Placed cells, one colour a class:
Fill, decap, tap and diode cells in grey.
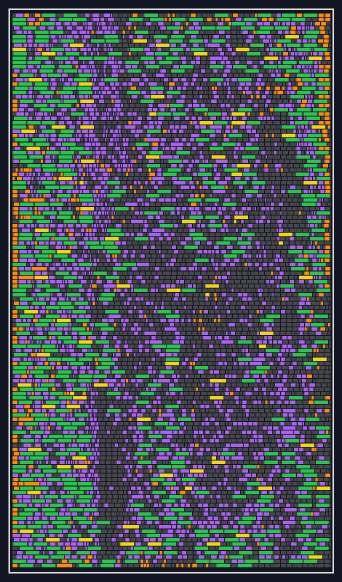
The metal 2 layer:
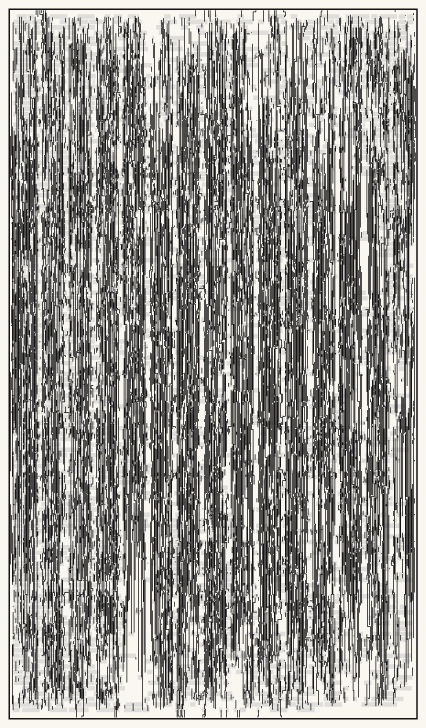
==> config.mk <==
export PLATFORM = sky130hd
export DESIGN_NAME = btb_predictor
export DESIGN_NICKNAME = d
export VERILOG_FILES = /design/src/rtl/btb_pkg.sv /design/src/rtl/sat_counter2.sv /design/src/rtl/btb_predictor.sv
export SDC_FILE = /design/constraint.sdc
export NUM_CORES = 2
export LEC_CHECK = 0
export CAP_MARGIN = 10
export CORE_ASPECT_RATIO = 1.75
export CORE_UTILIZATION = 50
export CTS_CLUSTER_DIAMETER = 60
export CTS_CLUSTER_SIZE = 10
export DETAILED_ROUTE_END_ITERATION = 10
export GPL_TIMING_DRIVEN = 0
export PLACE_DENSITY = 0.79
export SETUP_SLACK_MARGIN = 0.15
export SLEW_MARGIN = 20
export SYNTH_ARGS = -nofsm -noshare
export SYNTH_HDL_FRONTEND = slang
export SYNTH_SLANG_ARGS = --single-unit
==> constraint.sdc <==
create_clock -name clk -period 41.6 [get_ports clk]
set_input_delay 8.32 -clock clk [delete_from_list [all_inputs] [get_ports clk]]
set_output_delay 8.32 -clock clk [all_outputs]
set_load 0.01 [all_outputs]
==> Slide: Implementation Results <==
Key Metrics from the Run

Layout
  • Clock-cell share: 0.0495
  • Area of all sequential standard cells: 15100 um2
  • Non-filler cells, final: 4311
  • Number of fill cells: 5947
  • Area growth from synthesis to layout: 14.6%
  • Number of combinational gates with multiple inputs: 2264
  • Proportion of layout cells with a drive suffix above 1: 0.248
  • Clock buffers: 78
  • Invs w/o clock: 39
  • Diode insertion count for antenna repair: 9
  • Share of the final layout cell area in sequential cells: 0.369
  • Post-Layout Inst Area: 40900 um2
  • Final Net Count: 3507
  • Top cells excl fill/tap: 603 x dfrtp_1, 503 x mux2_2, 385 x xor2_1
  • Data buffer area share: 0.0703
  • Sequential cell count: 603
  • Fraction of area in multi-input gates: 0.479
  • Leading cell category by total area: logic gates

Pwr
  • Switching power: 0.00120 W
  • Logic pwr share: 0.377
  • Sw frac: 0.424
  • Comb. pwr: 0.00107 W
  • Cell Pwr Density: 69.3 nW/um2
  • Group drawing the most power: registers
  • Int Power: 0.00163 W
  • Static Leak: 17.7 nW
  • Power consumption: 0.00284 W

Hold path
  • Hold Path Cell Cnt: 1

Logic synthesis
  • Chip area estimate from yosys synthesis: 35700 um2
  • Post-Synth XOR/XNOR Area: 0.155
  • Synth Seq Share: 0.423
  • Most area-hungry cell type in the Yosys netlist: dfrtp_1
  • Synthesized instance count: 3128
  • Post-Synthesis Cell Area: 35700 um2
  • Number of warnings issued by yosys: 0
  • Number of flip-flops and latches in the synthesized netlist: 603
  • Number of enable flip-flop cells: 0
  • Multiplexer fraction of the synthesized cell area: 0.236
  • Compound-cell area share of the yosys netlist: 0.0527
  • Post-synthesis cell type count: 70
  • Simple-gate area share of the yosys netlist: 0.0893

Global route
  • Pin count of the biggest net entering global routing: 104
  • Congestion Overflow GR: 0
  • Antenna violations before repair: 18

Drt
  • First-pass iteration count of the detailed router: 6
  • Post-detailed-route DRC marker count: 0
  • Number of nets with antenna violations after detailed routing: 0
  • Post-DR wirelength/cell: 40.3 um

STA
  • Final critical-path required period: 23.71 ns
  • Worst slew pin tran: 1.36 ns
  • Setup-failing EPs final: 0
  • Maximum frequency from static timing analysis: 0.0422 GHz
  • Relative slew slack: 0.0886
  • Final count of hold timing violations: 0
  • Final worst hold slack: 0.466 ns
  • Clock Skew: 0.0207 ns
  • Setup slack after layout: 17.89 ns
  • RSZ-0062 raised after global routing: no

CTS
  • Clk buf depth: 3
  • TritonCTS clock tree: done
  • Count of buffers added by post-CTS timing repair for setup: 0
  • Resized Gates After CTS: 0
  • Latency at later pin: 0.67 ns
  • Max H-tree Level: 3
  • Sink Count: 603
  • Total CTS buffers: 72

Die
  • Die boundary height: 356 um
  • Chip area: 72500 um2
  • Number of well taps: 917
  • Count of boundary I/O pins: 205

Placement
  • Number of placed instances with taps included: 4212
  • Quantity of I/O buffers inserted on ports: 156
  • Placement-stage cell area: 38700 um2
  • Pre-CTS WS: 18.02 ns

Critical path
  • Critical path's top delay family: simple AND/OR/NAND/NOR gates
  • Critical path required time: 33.28 ns
  • CP max FO: 10
  • Crit path max-delay cell type: nor4_1
  • Number of stages on the worst setup path: 14
  • CP startpoint kind: input pin
  • Reg2reg path depth: 13
  • Endpoint arrival time on the critical path: 15.39 ns
  • Sum of buffers and inverters on the critical path: 4

Status
  • Result of the run: finished clean

Job
  • Number of warning messages in the logs: 51
  • Count of max-cap constraint violations: 0
-- 'placed cells, one colour a class' (at the start) --
[remaining buffers and delay cells] orange | cells: 392 | share of their area: 7.2%
[remaining logic cells] purple | cells: 2303 | share of their area: 50%
[clock drivers and dummy loads] yellow | cells: 87 | share of their area: 5.1%
[sequential cells] green | cells: 603 | share of their area: 38%
placement row count: 129
placeable core region: 70700 um2

-- 'the metal 2 layer' (at the start) --
share of all routed wire: 47%
wire length on this layer: 82.3 mm
GR met2 Demand/Resource: 0.791
drt total wl: 174000 um
total number of vias: 28500

-- Yosys cell counts (all sizes together), types with 11 or more instances --
| master | n |
|---|---|
| mux4 | 38 |
| xor2 | 395 |
| nand3 | 56 |
| mux2i | 131 |
| a221oi | 18 |
| a211oi | 11 |
| o21ai | 49 |
| nor2 | 105 |
| a22oi | 49 |
| o211ai | 36 |
| nand4 | 78 |
| nor3 | 39 |
| dfrtp | 603 |
| a21oi | 56 |
| and3 | 25 |
| inv | 39 |
| nor4 | 101 |
| xnor2 | 235 |
| buf | 125 |
| ha | 30 |
| and2 | 12 |
| mux2 | 547 |
| nand2 | 139 |
| clkbuf | 97 |
-- layer usage --
layer,track usage,wire length [um],vias to the layer above
met3,0.148,13800,800
met1,0.475,54500,14400
met5,0,127,-
met2,0.791,82300,1750
li1,-,-,11600
met4,0.523,23000,18
Power figures rest on the tool's default switching activity, not on a simulated workload.
